<file path="src/rtl/avg_seq_ctrl.sv">
// Averages num_l unsigned samples through one shared adder, then a restoring divider.
// Latency: avg_valid in the cycle after edge k+SUMW+1 (k = edge taking the last sample).
module avg_seq_ctrl #(
   parameter int DATAWIDTH = 16,
   parameter int MAXN      = 8,
   parameter int CNTW      = 4,
   parameter int SUMW      = 19
) (
   input  logic                 Clk,
   input  logic                 Rst,
   input  logic                 start,
   input  logic [CNTW-1:0]      num,
   input  logic                 in_valid,
   input  logic [DATAWIDTH-1:0] in_data,
   output logic                 in_ready,
   output logic                 busy,
   output logic [DATAWIDTH-1:0] avg,
   output logic                 avg_valid,
   output logic                 err
);

   localparam int BW = $clog2(SUMW + 1);

   typedef enum logic [1:0] {IDLE, ACCUM, DIV, DONE} state_t;

   state_t               state_q, state_d;
   logic [SUMW-1:0]      acc_q, acc_d;
   logic [CNTW-1:0]      cnt_q, cnt_d;
   logic [CNTW-1:0]      num_l_q, num_l_d;
   logic [CNTW:0]        rem_q, rem_d;
   logic [BW-1:0]        bit_q, bit_d;
   logic [DATAWIDTH-1:0] avg_q, avg_d;
   logic                 avg_valid_q, avg_valid_d;
   logic                 err_q, err_d;
   logic [CNTW+1:0]      rem_sh;
   logic                 q_bit;

   always_ff @(posedge Clk) begin
      if (Rst) begin
         state_q     <= IDLE;
         acc_q       <= '0;
         cnt_q       <= '0;
         num_l_q     <= '0;
         rem_q       <= '0;
         bit_q       <= '0;
         avg_q       <= '0;
         avg_valid_q <= 1'b0;
         err_q       <= 1'b0;
      end else begin
         state_q     <= state_d;
         acc_q       <= acc_d;
         cnt_q       <= cnt_d;
         num_l_q     <= num_l_d;
         rem_q       <= rem_d;
         bit_q       <= bit_d;
         avg_q       <= avg_d;
         avg_valid_q <= avg_valid_d;
         err_q       <= err_d;
      end
   end

   always_comb begin
      state_d     = state_q;
      acc_d       = acc_q;
      cnt_d       = cnt_q;
      num_l_d     = num_l_q;
      rem_d       = rem_q;
      bit_d       = bit_q;
      avg_d       = avg_q;
      avg_valid_d = 1'b0;
      err_d       = 1'b0;
      rem_sh      = {rem_q, acc_q[SUMW-1]};
      q_bit       = 1'b0;
      case (state_q)
         IDLE: begin
            if (start) begin
               if (num != '0 && num <= CNTW'(MAXN)) begin
                  num_l_d = num;
                  acc_d   = '0;
                  cnt_d   = '0;
                  state_d = ACCUM;
               end else begin
                  err_d = 1'b1;
               end
            end
         end
         ACCUM: begin
            if (in_valid) begin
               acc_d = acc_q + SUMW'(in_data);
               cnt_d = cnt_q + CNTW'(1);
               if (cnt_q == num_l_q - CNTW'(1)) begin
                  rem_d   = '0;
                  bit_d   = '0;
                  state_d = DIV;
               end
            end
         end
         DIV: begin
            // acc doubles as the dividend shifting out and the quotient shifting in
            if (rem_sh >= (CNTW+2)'(num_l_q)) begin
               q_bit = 1'b1;
               rem_d = (CNTW+1)'(rem_sh - (CNTW+2)'(num_l_q));
            end else begin
               rem_d = (CNTW+1)'(rem_sh);
            end
            acc_d = {acc_q[SUMW-2:0], q_bit};
            bit_d = bit_q + BW'(1);
            if (bit_q == BW'(SUMW - 1)) state_d = DONE;
         end
         DONE: begin
            avg_d       = acc_q[DATAWIDTH-1:0];
            avg_valid_d = 1'b1;
            state_d     = IDLE;
         end
         default: state_d = IDLE;
      endcase
   end

   assign in_ready  = (state_q == ACCUM);
   assign busy      = (state_q != IDLE);
   assign avg       = avg_q;
   assign avg_valid = avg_valid_q;
   assign err       = err_q;

endmodule

</file>
<file path="config.mk">
export PLATFORM = sky130hd
export DESIGN_NAME = avg_seq_ctrl
export DESIGN_NICKNAME = d
export VERILOG_FILES = /design/src/rtl/avg_seq_ctrl.sv
export SDC_FILE = /design/constraint.sdc
export NUM_CORES = 1
export LEC_CHECK = 0
export ABC_AREA = 1
export CAP_MARGIN = 20
export CORE_MARGIN = 4
export CORE_UTILIZATION = 60
export DETAILED_ROUTE_END_ITERATION = 6
export HOLD_SLACK_MARGIN = 0.02
export PLACE_DENSITY = 0.95
export SETUP_SLACK_MARGIN = 0.02
export SLEW_MARGIN = 5
export SYNTH_ARGS = -nofsm -noshare
export SYNTH_HDL_FRONTEND = slang
export SYNTH_SLANG_ARGS = --single-unit
</file>
<file path="constraint.sdc">
create_clock -name Clk -period 4.71 [get_ports Clk]
set_input_delay 0.471 -clock Clk [delete_from_list [all_inputs] [get_ports Clk]]
set_output_delay 0.471 -clock Clk [all_outputs]
set_load 0.02 [all_outputs]
</file>
==> changes_impl.md, run 1 <==
### Metrics

- Status: complete, no violations
- Number of setup buffers added after CTS: 0
- Synth-to-layout area growth: 16.0%
- Tap cell count: 75
- Number of cells on the worst reg-to-reg path: 11
- Flip-flop count of the largest register after layout: 19
- Met1 WL: 4.29 mm
- Clock share of power: 22.3%
- Routability congestion estimate from global placement: 0.920
- Sw Share: 44.2%
- Clock buf count: 14
- Area of the synthesized netlist per yosys stat: 3850 um2
- Row Count: 28
- Floorplan Nets: 631
- Cell types with the largest area share after synthesis: sky130_fd_sc_hd__dfxtp_1 30%, sky130_fd_sc_hd__nand2_1 16%, sky130_fd_sc_hd__ha_1 9.4%
- Synthesis Warnings: 0
- Logic gate share of total power: 47.7%
- Capture point of the critical path: in_ready
- Highest signal layer in the routed design: met4
- Routed met2 length: 4.66 mm
- Number of nets in the final layout: 668
- Y dimension of the die: 88.1 um
- Start point of the worst hold path: acc_q[3]
- Sequential fraction of the synthesis area: 29.7%
- Register bank with the most flops: acc_q
- Critical path type: reg2out
- Clk slew on worst S/H paths: 0.07 ns
- WHS: 0.495 ns
- Number of enable-type register cells in the synthesized netlist: 0
- Most instantiated flip-flop cell in the synthesis netlist: sky130_fd_sc_hd__dfxtp_1
- Die Size: 7760 um2
- Cell group occupying the most layout area: multi-input combinational cells
- Skew final: 0.00513 ns
- Data arrival, critical path: 2.28 ns
- Transition time of the tightest slew-check pin: 0.970 ns
- Non-clk invs: 56
- Detailed Routing Iterations Pass 1: 5
- Horizontal die dimension: 88.1 um
- Routed length on met3: 806 um
- Post-synth regs: 57
- Top cells by count: 161 x sky130_fd_sc_hd__nand2_1, 62 x sky130_fd_sc_hd__nor2_1, 57 x sky130_fd_sc_hd__dfxtp_1
- CTS tree: built
- End-of-flow core utilization: 73.6%
- Complex-gate fraction of the synthesized area: 15.4%
- Detailed Route WL: 9.97 mm
- Number of endpoints failing setup at the final stage: 0
- Fill cell count: 482
- Post-placement cell count: 677
- Main logic family: simple AND/OR/NAND/NOR gates
- Clock latency of the later-clocked register in the worst-skew pair: 0.35 ns
- Maximum number of pins on one net before global-route repair: 35
- P per Cell Area: 446 nW/um2
- Hpwl dp: 7.11 mm
- Leak Pwr: 2.05 nW
- Via-to-Cell Ratio: 5.73
- Internal portion of total power: 0.00111 W
- Internal reg-to-reg setup slack: 2.10 ns
- Total of cells resized after clock tree synthesis: 0
- Max Root-Sink Buffers: 2
- Post-synthesis cell area: 3850 um2
- Number of buffers inserted by port buffering: 43
- Unrepaired setup endpoints after global routing: no
- Ratio of cells with drive above 1 in the final layout: 7.61%
- Peak ir drop on the vdd network: 0.330 mV
- Endpoint, Worst Hold: avg[3]
- Logic cell area: 2390 um2
- Number of instances on the worst hold path: 2
- Logic Gate Count: 445
- Yosys top cell by area: sky130_fd_sc_hd__dfxtp_1
- Number of logged tool warnings: 31
- Fraction of area in multi-input gates: 53.5%
- Switching power of the nets: 0.000879 W
- Post-layout total power: 0.00199 W
- Most instantiated logic cells after routing: 161 x sky130_fd_sc_hd__nand2_1, 62 x sky130_fd_sc_hd__nor2_1, 57 x sky130_fd_sc_hd__dfxtp_1
- Post-synthesis cell count: 576
- Routed len/inst: 14.4 um
- Num CTS Buffers: 9
- Init Core Util: 63.5%
- Post-route minimum period: 2.76 ns
- Final global-route overflow total: 0
- Sequential cell count: 57
- Setup slack of the critical path after layout: 1.95 ns
- Startpoint Class: flip-flop
- CP Launch Point: state_q[1]
- Worst Setup End Kind: output port
- Maximum clock frequency: 363 MHz
- Reg-to-reg critical path startpoint: state_q[1]
- Flop share of the area: 25.6%
- First-pass GRT wire length: 16.5 mm
- Critical Path RT: 4.24 ns
- Count of distinct cell types in the synthesized netlist: 32
- Count of clock tree sinks: 57
- Instance area at placement: 4270 um2
- Post-synthesis cell count from yosys: 576
- Count of unresolved DRC violations after routing: 0
- Proportion of power drawn by flip-flops and latches: 30.0%
- Max-slew violation count: 0
- Final clock period utilization by the worst path: 58.5%
- Fin. Hold Viols: 0
- Share of Yosys cell area claimed by the top area cell type: 29.7%
- # H-tree levels: 3
- Core Footprint: 6060 um2
- Setup slack after placement: 2.03 ns
- Clock buf/inv share: 4.32%
- Antenna diode count: 0
- Storage cell area: 1140 um2
- HP Class: reg2reg
- Fraction of synthesized cell area in xor and xnor cells: 4.10%
## run 1: power by group through the flow
stage	sequential, W	combinational (W)	clock [W]
6_report	0.000597	0.000948	0.000443
3_5_place_dp	0.000605	0.000923	0
3_3_place_gp	0.000601	0.000892	0
2_1_floorplan	0.000619	0.000724	0
4_1_cts	0.000596	0.000933	0.000443
5_1_grt	0.000605	0.00105	0.000465
## run 1: metal layers
layer	GRT usage (%)	vias up
met5	0	-
met4	8.65	0
met3	7.34	32
met2	44.2	191
met1	34.9	1804
li1	-	1945
## run 1: critical path: stages, from the launching register on
cell and delay, ns:
sky130_fd_sc_hd__dfxtp_1 0.33, sky130_fd_sc_hd__inv_1 0.13, sky130_fd_sc_hd__ha_1 0.73, sky130_fd_sc_hd__clkdlybuf4s50_1 0.75
Figure 1. M4 wires (run 1).
Drawn at 4 px/um. Supply wires on this layer in grey. Cells faint in the background.
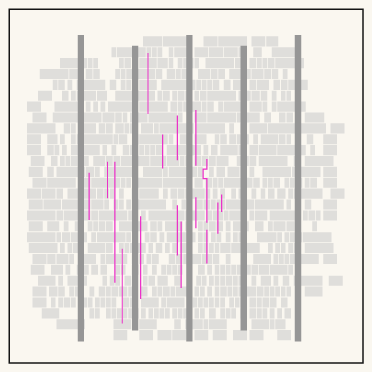
main direction: vertical
longest straight run: 29.9 um
share of all routed wire: 2.1%

Figure 2. A small window of the routed layout (run 1).
Window x 38 to 88, y 38 to 88 um. Cells in grey, sequential cells in the stronger grey; small squares are vias.
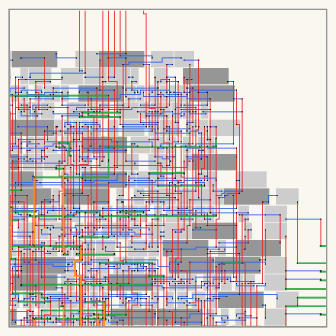
[orange] metal 4
[green] metal 3
[red] metal 2
[blue] metal 1
sequential cells in the window: 24
cells with their middle in the window: 187
netlist names of flops here include: `acc_q` (5), `avg` (5), `rem_q` (5)
most frequent: nand2_1 (25), dfxtp_1 (24)

Figure 3. The metal 3 layer (run 1).
Drawn at 6 px/um. Cells faint in the background.
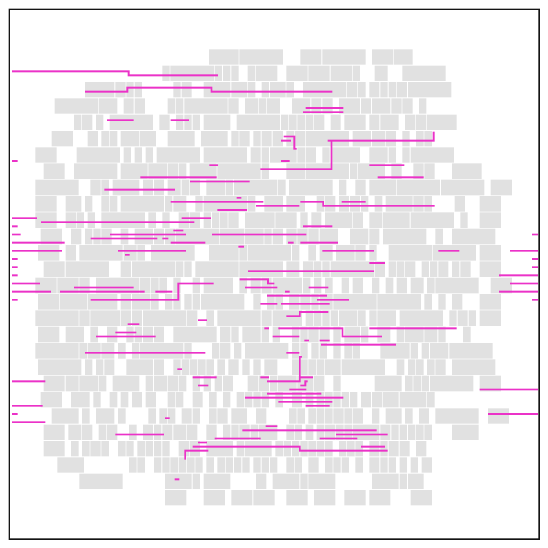
nets with wire on the layer: 86
share of all routed wire: 8.1%
main direction: horizontal
longest straight run: 25.3 um

==> run 1 -> run 2 <==
--- a/config.mk
+++ b/config.mk
@@ -8,10 +8,10 @@
 export ABC_AREA = 1
 export CAP_MARGIN = 20
 export CORE_MARGIN = 4
-export CORE_UTILIZATION = 60
+export CORE_UTILIZATION = 57
 export DETAILED_ROUTE_END_ITERATION = 6
 export HOLD_SLACK_MARGIN = 0.02
-export PLACE_DENSITY = 0.95
+export PLACE_DENSITY = 0.91
 export SETUP_SLACK_MARGIN = 0.02
 export SLEW_MARGIN = 5
 export SYNTH_ARGS = -nofsm -noshare
==> constraint.sdc (replaced) <==
create_clock -name Clk -period 2.6 [get_ports Clk]
set_input_delay 0.26 -clock Clk [delete_from_list [all_inputs] [get_ports Clk]]
set_output_delay 0.26 -clock Clk [all_outputs]
set_load 0.02 [all_outputs]
==> run 2 against run 1 <==
Flip-flop count stayed put. Count of clock-buffer cells in the layout shrank 3. Area after synthesis is the same. Synthesized cell count unchanged. Critical endpoint is now rem_q[3]. Largest cell class unchanged. Highest routed layer unchanged.
==> changes_impl.md, run 2 <==
### Metrics

- Sw Share: 45.3% (was 44.2%)
- Number of setup buffers added after CTS: 0 (unchanged)
- Start point of the worst hold path: rem_q[2] (was acc_q[3])
- Row Count: 29 (was 28)
- Number of nets in the final layout: 672 (was 668)
- Instance area at placement: 4300 um2 (was 4270 um2)
- Number of endpoints failing setup at the final stage: 0 (unchanged)
- WHS: 0.496 ns (was 0.495 ns)
- End-of-flow core utilization: 69.1% (was 73.6%)
- Clock share of power: 19.7% (was 22.3%)
- Clk slew on worst S/H paths: 0.06 ns (was 0.07 ns)
- Startpoint Class: flip-flop (unchanged)
- Cell types with the largest area share after synthesis: sky130_fd_sc_hd__dfxtp_1 30%, sky130_fd_sc_hd__nand2_1 16%, sky130_fd_sc_hd__ha_1 9.4% (unchanged)
- Power in sequential cells: 0.00108 W (was 0.000597 W)
- Internal portion of total power: 0.00194 W (was 0.00111 W)
- Routed len/inst: 14.8 um (was 14.4 um)
- Leak Pwr: 2.06 nW (was 2.05 nW)
- Hpwl dp: 7.48 mm (was 7.11 mm)
- Post-placement cell count: 683 (was 677)
- Storage cell area: 1140 um2 (unchanged)
- Fraction of area in multi-input gates: 53.5% (about the same)
- Setup slack of the critical path after layout: 0.351 ns (was 1.95 ns)
- Post-synthesis cell count from yosys: 576 (unchanged)
- Number of buffers inserted by port buffering: 43 (unchanged)
- Y dimension of the die: 90.2 um (was 88.1 um)
- Flip-flop count of the largest register after layout: 19 (unchanged)
- Core Footprint: 6460 um2 (was 6060 um2)
- Final clock period utilization by the worst path: 86.5%
- Synthesis Warnings: 0 (unchanged)
- Ratio of cells with drive above 1 in the final layout: 8.05% (was 7.61%)
- Critical Path RT: 2.86 ns (was 4.24 ns)
- Die Size: 8130 um2 (was 7760 um2)
- Worst-path cell chain: inv_1, ha_1, fa_1, o21ai_0, nor2_1, nand3_2, nor2_1, a21oi_1, nand3_1, a21oi_1 (was inv_1, ha_1, clkdlybuf4s50_1)
- Floorplan Nets: 631 (unchanged)
- Area of the synthesized netlist per yosys stat: 3850 um2 (unchanged)
- P per Cell Area: 795 nW/um2 (was 446 nW/um2)
- Family with the most delay on the worst path: adder cells (was buffers and inverters)
- Final global-route overflow total: 0 (unchanged)
- Critical path type: reg2reg (was reg2out)
- Capture point of the critical path: rem_q[3] (was in_ready)
- Max-slew violation count: 0 (unchanged)
- Cell group occupying the most layout area: multi-input combinational cells (unchanged)
- Most instantiated flip-flop cell in the synthesis netlist: sky130_fd_sc_hd__dfxtp_1 (unchanged)
- Internal reg-to-reg setup slack: 0.35 ns (was 2.10 ns)
- Logic Gate Count: 445 (unchanged)
- Post-synth regs: 57 (unchanged)
- Sequential fraction of the synthesis area: 29.7% (unchanged)
- Yosys top cell by area: sky130_fd_sc_hd__dfxtp_1 (unchanged)
- Peak per-stage delay on the critical path: 0.41 ns (was 0.75 ns)
- Buffers and inverters on the worst path: 1 (was 2)
- Logic gate share of total power: 49.8% (was 47.7%)
- CP Launch Point: acc_q[18] (was state_q[1])
- Clock buf/inv share: 3.62% (was 4.32%)
- Worst Setup End Kind: flip-flop (was output port)
- Switching power of the nets: 0.00161 W (was 0.000879 W)
- Logic cell area: 2390 um2 (unchanged)
- HP Class: reg2reg (unchanged)
- Setup slack after placement: 0.153 ns (was 2.03 ns)
- Post-layout total power: 0.00355 W (was 0.00199 W)
- Tap cell count: 77 (was 75)
- Clock latency of the later-clocked register in the worst-skew pair: 0.34 ns (was 0.35 ns)
- Data arrival, critical path: 2.51 ns (was 2.28 ns)
- Max Root-Sink Buffers: 2 (unchanged)
- Via-to-Cell Ratio: 5.71 (was 5.73)
- Transition time of the tightest slew-check pin: 0.719 ns (was 0.970 ns)
- Peak ir drop on the vdd network: 0.564 mV (was 0.330 mV)
- Status: complete, no violations (unchanged)
- Maximum number of pins on one net before global-route repair: 34 (was 35)
- Endpoint, Worst Hold: rem_q[2] (was avg[3])
- # H-tree levels: 3 (unchanged)
- Maximum clock frequency: 445 MHz
- P_comb: 0.00176 W (was 0.000948 W)
- Count of unresolved DRC violations after routing: 0 (unchanged)
- Detailed Routing Iterations Pass 1: 5 (unchanged)
- Number of enable-type register cells in the synthesized netlist: 0 (unchanged)
- Post-synthesis cell area: 3850 um2 (unchanged)
- Most instantiated logic cells after routing: 161 x sky130_fd_sc_hd__nand2_1, 62 x sky130_fd_sc_hd__nor2_1, 57 x sky130_fd_sc_hd__dfxtp_1 (unchanged)
- Non-clk invs: 56 (unchanged)
- Horizontal die dimension: 90.2 um (was 88.1 um)
- Number of instances on the worst hold path: 2 (unchanged)
- Post-synthesis cell count: 576 (unchanged)
- Synth-to-layout area growth: 16.0% (about the same)
- Proportion of power drawn by flip-flops and latches: 30.5% (was 30.0%)
- Flop share of the area: 25.6% (about the same)
- Routability congestion estimate from global placement: 0.927 (was 0.920)
- CTS tree: built (unchanged)
- Number of logged tool warnings: 31 (unchanged)
- Detailed Route WL: 10.3 mm (was 9.97 mm)
run 2: cell counts after synthesis:
Identical to the previous run, type by type.
run 2: per-layer routing:
layer | up-vias | part of all wire (%) | wire length, um | global-route usage, %
met3 | 30 | 7.3 | 755 | 6.59
met5 | - | 0 | 0 | 0
li1 | 1952 | - | - | -
met4 | 0 | 2.7 | 282 | 9.06
met1 | 1815 | 43 | 4400 | 32.4
met2 | 189 | 47 | 4870 | 42.3
run 2: cells by family after synthesis:
logic type               after synthesis  synth area share [%]
AND-OR/OR-AND                        106                  15.4
XOR/XNOR                              18                  4.10
adder cells (fa/ha/maj)               31                  10.5
buffers and inverters                 74                  8.33
flip-flops                            57                  29.7
AND/OR/NAND/NOR                      290                  32.1
Figure 4. The metal 3 layer (run 2).
Drawn at 4 px/um. Cells faint in the background.
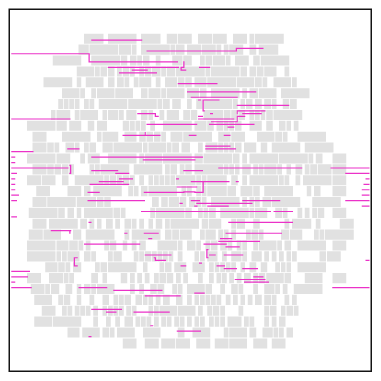
nets with wire on the layer: 86
share of all routed wire: 7.3%
longest straight run: 32.2 um

Figure 5. Clock wiring as the flow saved it (run 2).
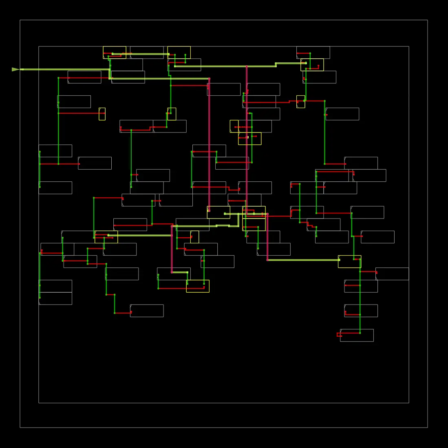
count of clock tree sinks: 57
Num CTS Buffers: 9

Figure 6. Ports around the boundary (run 2).
Drawn at 4 px/um. Pins as bars across the die edge, other pins in grey.
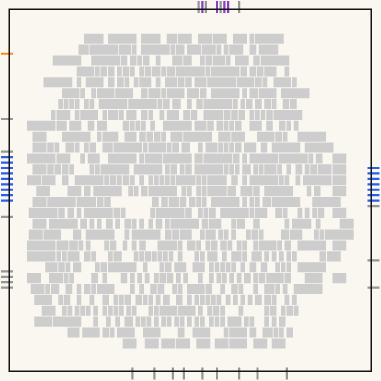
[orange] `Clk` | pins: 1 | direction: input | edge: left
[purple] `num` | pins: 4 | direction: input | edge: top
[blue] `avg` | pins: 16 | direction: output | edge: 9 left, 7 right
all pins by edge: 17 left, 10 right, 9 bottom, 8 top

No activity file was given, so power comes from the tool's default toggle rates.
